## config.mk

```make
export PLATFORM = sky130hd
export DESIGN_NAME = ex_stage
export DESIGN_NICKNAME = d
export VERILOG_FILES = /design/src/rtl/core_pkg.sv /design/src/rtl/ex_alu.sv /design/src/rtl/ex_stage.sv
export SDC_FILE = /design/constraint.sdc
export NUM_CORES = 2
export LEC_CHECK = 0
export CAP_MARGIN = 20
export CORE_ASPECT_RATIO = 1.25
export CORE_MARGIN = 2
export CORE_UTILIZATION = 30
export DETAILED_ROUTE_END_ITERATION = 10
export PLACE_DENSITY_LB_ADDON = 0.05
export SLEW_MARGIN = 20
export SYNTH_ARGS = -nofsm -noshare
export SYNTH_HDL_FRONTEND = slang
export SYNTH_SLANG_ARGS = --single-unit
```

## constraint.sdc

```tcl
create_clock -name i_clk -period 4.47 [get_ports i_clk]
set_input_delay 0.447 -clock i_clk [delete_from_list [all_inputs] [get_ports i_clk]]
set_output_delay 0.447 -clock i_clk [all_outputs]
set_load 0.03 [all_outputs]
```

## src/rtl/core_pkg.sv

```systemverilog
// core_pkg: op encodings, FSM states and default widths shared by the execute stage.
package core_pkg;

  localparam int ADDR_W_DEF = 64;
  localparam int DATA_W_DEF = 64;

  typedef enum logic [3:0] {
    OP_LD   = 4'd0,
    OP_SD   = 4'd1,
    OP_BEQ  = 4'd2,
    OP_BNE  = 4'd3,
    OP_ADDI = 4'd4,
    OP_XORI = 4'd5,
    OP_ORI  = 4'd6,
    OP_ANDI = 4'd7,
    OP_SLLI = 4'd8,
    OP_SRLI = 4'd9,
    OP_ADD  = 4'd10,
    OP_SUB  = 4'd11,
    OP_XOR  = 4'd12,
    OP_OR   = 4'd13,
    OP_AND  = 4'd14,
    OP_NOP  = 4'd15
  } op_e;

  typedef enum logic [1:0] {
    IDLE     = 2'd0,
    MEM_REQ  = 2'd1,
    MEM_WAIT = 2'd2
  } state_e;

  // ALU ops are the contiguous block ADDI..AND; only these ever write a register directly
  function automatic logic is_alu_op(input logic [3:0] op);
    return (op >= OP_ADDI) && (op <= OP_AND);
  endfunction

endpackage

```

## src/rtl/ex_alu.sv

```systemverilog
// ex_alu: combinational result and branch-compare for the execute stage.
module ex_alu
  import core_pkg::*;
#(
  parameter int DATA_W = DATA_W_DEF
) (
  input  logic [3:0]        i_op,
  input  logic [DATA_W-1:0] i_rs1,
  input  logic [DATA_W-1:0] i_rs2,
  input  logic [DATA_W-1:0] i_imm,
  output logic [DATA_W-1:0] o_result,
  output logic              o_br_taken
);

  logic [5:0] w_shamt;
  logic       w_equal;

  assign w_shamt = i_imm[5:0];
  assign w_equal = (i_rs1 == i_rs2);

  // result mux; loads and stores reuse the rs1+imm adder for the address
  always_comb begin
    o_result = '0;
    case (i_op)
      OP_LD, OP_SD, OP_ADDI: o_result = i_rs1 + i_imm;
      OP_XORI:               o_result = i_rs1 ^ i_imm;
      OP_ORI:                o_result = i_rs1 | i_imm;
      OP_ANDI:               o_result = i_rs1 & i_imm;
      OP_SLLI:               o_result = i_rs1 << w_shamt;
      OP_SRLI:               o_result = i_rs1 >> w_shamt;
      OP_ADD:                o_result = i_rs1 + i_rs2;
      OP_SUB:                o_result = i_rs1 - i_rs2;
      OP_XOR:                o_result = i_rs1 ^ i_rs2;
      OP_OR:                 o_result = i_rs1 | i_rs2;
      OP_AND:                o_result = i_rs1 & i_rs2;
      default:               o_result = '0;
    endcase
  end

  assign o_br_taken = (i_op == OP_BNE) ? !w_equal : w_equal;

endmodule

```

## src/rtl/ex_stage.sv

```systemverilog
// ex_stage: execute/memory stage with load/store handshake and registered write-back.
module ex_stage
  import core_pkg::*;
#(
  parameter int ADDR_W = ADDR_W_DEF,
  parameter int DATA_W = DATA_W_DEF
) (
  input  logic              i_clk,
  input  logic              i_rst_n,
  input  logic              i_valid,
  input  logic [3:0]        i_op,
  input  logic [DATA_W-1:0] i_rs1,
  input  logic [DATA_W-1:0] i_rs2,
  input  logic [4:0]        i_rd_id,
  input  logic [DATA_W-1:0] i_imm,
  input  logic              i_finish,
  output logic              o_d_valid_addr,
  output logic              o_d_we,
  output logic [ADDR_W-1:0] o_d_addr,
  output logic [DATA_W-1:0] o_d_wdata,
  input  logic              i_d_valid_data,
  input  logic [DATA_W-1:0] i_d_data,
  output logic              o_wb_valid,
  output logic [4:0]        o_wb_rd_id,
  output logic [DATA_W-1:0] o_wb_data,
  output logic              o_br_valid,
  output logic              o_br_taken,
  output logic [ADDR_W-1:0] o_br_offset,
  output logic              o_done,
  output logic              o_busy,
  output logic              o_finish
);

  state_e            r_state;
  state_e            w_next_state;
  logic              w_accept;
  logic              w_ld_return;
  logic [DATA_W-1:0] w_alu_result;
  logic              w_br_taken;
  logic [DATA_W-1:0] w_imm_x2;

  logic              r_d_valid_addr;
  logic              r_d_we;
  logic [ADDR_W-1:0] r_d_addr;
  logic [DATA_W-1:0] r_d_wdata;
  logic              r_wb_valid;
  logic [4:0]        r_wb_rd_id;
  logic [DATA_W-1:0] r_wb_data;
  logic              r_br_valid;
  logic              r_br_taken;
  logic [ADDR_W-1:0] r_br_offset;
  logic              r_done;
  logic              r_finish;
  logic [4:0]        r_ld_rd;

  ex_alu #(.DATA_W(DATA_W)) u_alu (
    .i_op       (i_op),
    .i_rs1      (i_rs1),
    .i_rs2      (i_rs2),
    .i_imm      (i_imm),
    .o_result   (w_alu_result),
    .o_br_taken (w_br_taken)
  );

  assign w_accept    = i_valid && (r_state == IDLE) && !r_finish;
  assign w_ld_return = (r_state == MEM_WAIT) && i_d_valid_data;
  assign w_imm_x2    = {i_imm[DATA_W-2:0], 1'b0};

  // state register
  always_ff @(posedge i_clk or negedge i_rst_n) begin
    if (!i_rst_n) r_state <= IDLE;
    else          r_state <= w_next_state;
  end

  // next state: only loads leave IDLE; stores, branches and ALU ops retire in one cycle
  always_comb begin
    w_next_state = r_state;
    case (r_state)
      IDLE:     if (w_accept && (i_op == OP_LD)) w_next_state = MEM_REQ;
      MEM_REQ:  w_next_state = MEM_WAIT;
      MEM_WAIT: if (i_d_valid_data) w_next_state = IDLE;
      default:  w_next_state = IDLE;
    endcase
  end

  // output registers: strobes fall back to 0 each cycle, data fields hold until rewritten
  always_ff @(posedge i_clk or negedge i_rst_n) begin
    if (!i_rst_n) begin
      r_d_valid_addr <= 1'b0;
      r_d_we         <= 1'b0;
      r_d_addr       <= '0;
      r_d_wdata      <= '0;
      r_wb_valid     <= 1'b0;
      r_wb_rd_id     <= '0;
      r_wb_data      <= '0;
      r_br_valid     <= 1'b0;
      r_br_taken     <= 1'b0;
      r_br_offset    <= '0;
      r_done         <= 1'b0;
      r_finish       <= 1'b0;
      r_ld_rd        <= '0;
    end else begin
      r_d_valid_addr <= 1'b0;
      r_wb_valid     <= 1'b0;
      r_br_valid     <= 1'b0;
      r_done         <= 1'b0;
      if (w_accept) begin
        r_done <= 1'b1;
        case (i_op)
          OP_LD: begin
            r_done         <= 1'b0;
            r_d_valid_addr <= 1'b1;
            r_d_we         <= 1'b0;
            r_d_addr       <= ADDR_W'(w_alu_result);
            r_ld_rd        <= i_rd_id;
          end
          OP_SD: begin
            r_d_valid_addr <= 1'b1;
            r_d_we         <= 1'b1;
            r_d_addr       <= ADDR_W'(w_alu_result);
            r_d_wdata      <= i_rs2;
          end
          OP_BEQ, OP_BNE: begin
            r_br_valid  <= 1'b1;
            r_br_taken  <= w_br_taken;
            r_br_offset <= ADDR_W'(w_imm_x2);
          end
          default: begin
            if (is_alu_op(i_op) && (i_rd_id != 5'd0)) begin
              r_wb_valid <= 1'b1;
              r_wb_rd_id <= i_rd_id;
              r_wb_data  <= w_alu_result;
            end
          end
        endcase
      end
      if (w_ld_return) begin
        r_done <= 1'b1;
        if (r_ld_rd != 5'd0) begin
          r_wb_valid <= 1'b1;
          r_wb_rd_id <= r_ld_rd;
          r_wb_data  <= i_d_data;
        end
      end
      if (i_finish && !i_valid) r_finish <= 1'b1;
    end
  end

  assign o_d_valid_addr = r_d_valid_addr;
  assign o_d_we         = r_d_we;
  assign o_d_addr       = r_d_addr;
  assign o_d_wdata      = r_d_wdata;
  assign o_wb_valid     = r_wb_valid;
  assign o_wb_rd_id     = r_wb_rd_id;
  assign o_wb_data      = r_wb_data;
  assign o_br_valid     = r_br_valid;
  assign o_br_taken     = r_br_taken;
  assign o_br_offset    = r_br_offset;
  assign o_done         = r_done;
  assign o_busy         = (r_state != IDLE);
  assign o_finish       = r_finish;

endmodule
```

**Placement density heat map**

Bar = 100 microns. The die is cut into 29 by 37 equal tiles; dark blue is low, red is high, 0 to 100% covered.
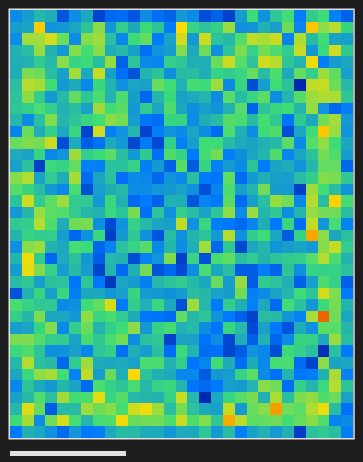
0.80% of the tiles are over 75% full. The mean over all tiles is 42%. The fullest tile reaches 89%.

**Wiring heat map**

Bar = 100 microns. The die is cut into 29 by 37 equal tiles; dark blue is low, red is high, scaled to the fullest tile. Values are wire area over tile area, all layers added.
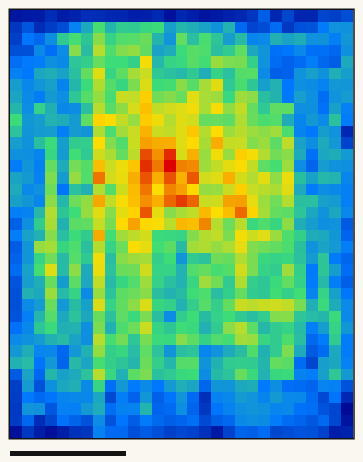
36% of the tiles are over half the peak. The mean over all tiles is 0.38. The densest ninth of the die: middle. The fullest tile reaches 0.87.

==> results.json <==
{
  "path_max_fanout": 12,
  "fin_crit_sh_pct": 97.5,
  "status": "finished, final reports clean",
  "top_cell": "nor2_1",
  "seqPwrFrac_pct": 22.6,
  "grt_max_degree": 118,
  "muxShareOfSynthArea_pct": 19.9,
  "ios": 539,
  "globalRouteTotalUtil_pct": 41.9,
  "yosysWarnings": 0,
  "slowest_stage": "a221o_1",
  "rows": 133,
  "hold_buffers": 1,
  "finClkSkew_ns": 0.0151,
  "inv_count": 106,
  "die_h_microns": 368,
  "r2r-end": "o_wb_data[62]$_DFF_PN0_",
  "final_cell_area_sq_um": 47000,
  "grt_pass1_wl_mm": 317,
  "synth.distinct_cells": 90,
  "p_seq_uw": 3010,
  "layout_top_cell": "buf_4",
  "edf_count": 0,
  "place_inst": 6654,
  "reg2reg_slack_ns": 0.93,
  "clk_pin_slew_ns": 0.06,
  "viasPerCell": 5.94,
  "crit_family": "AND-OR/OR-AND gates",
  "simple_gate_share_pct": 17.2,
  "hold_viol_final": 0,
  "timing.slew.headroom_pct": 12.7,
  "drive_above_1_share_pct": 26.6,
  "top_cell_area_share_pct": 21.6,
  "ctsResizeCount": 4,
  "first_global_vias": 39300,
  "sw_frac_of_total_pct": 43.6,
  "p_int_uw": 7510,
  "r2r-start": "r_state[1]$_DFFE_PN0P_",
  "combGateArea_sq_um": 23400,
  "ant_nets": 0,
  "max-cap-violations": 0,
  "cp_data_required_time_ns": 4.99,
  "warnings": 57,
  "nets": 5692,
  "drc": 0,
  "antenna_cells": 11,
  "nNonClkBuffers": 1536,
  "setup-violations-final": 0,
  "fp.dieW_microns": 295
}
**Drive-strength map**

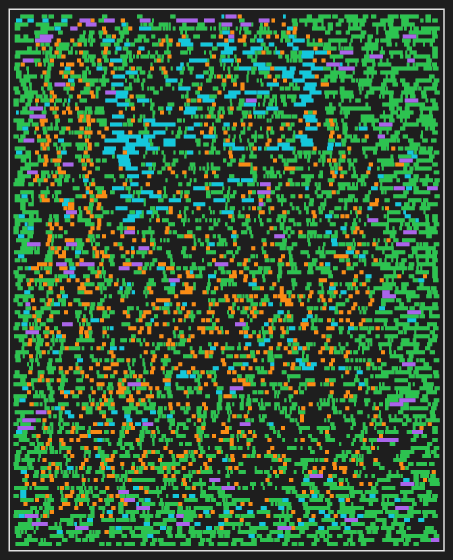
Purple stands for drive 6 and up, cells 91, share 1.7%, most used buf_12. Orange stands for drive 3 to 4, cells 971, share 18%, most used buf_4. Green stands for drive 1 or less, cells 3892, share 73%, most used clkdlybuf4s50_1. Cyan stands for drive 2, cells 346, share 6.5%, most used mux2_2.

**Cell classes on the final placement**

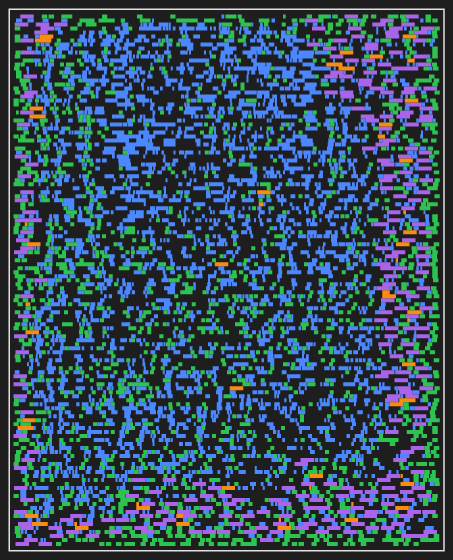
Purple stands for flops, cells 274. Orange stands for clock drivers and dummy loads, cells 54. Blue stands for all other logic, cells 3436. Green stands for other buffers and delay cells, cells 1536.

worst max path at each step:
| stage | from | to | slack [ns] |
|---|---|---|---|
| floorplan | i_op[2] | o_d_addr[51]$_DFFE_PN0P_ | 0.009 |
| global placement | i_op[2] | o_d_addr[63]$_DFFE_PN0P_ | -0.70 |
| detailed placement | i_op[2] | o_d_addr[63]$_DFFE_PN0P_ | -0.72 |
| CTS | i_op[2] | o_d_addr[59]$_DFFE_PN0P_ | 0.03 |
| global route | i_op[2] | o_d_addr[58]$_DFFE_PN0P_ | -0.008 |
| finish | i_op[2] | o_wb_data[21]$_DFF_PN0_ | 0.11 |
layer usage:
layer / share of wire [%] / GRT usage (%)
met5: 0.029 / 0
met4: 11 / 37.4
met3: 7.9 / 8.84
met2: 45 / 68.0
met1: 36 / 46.1
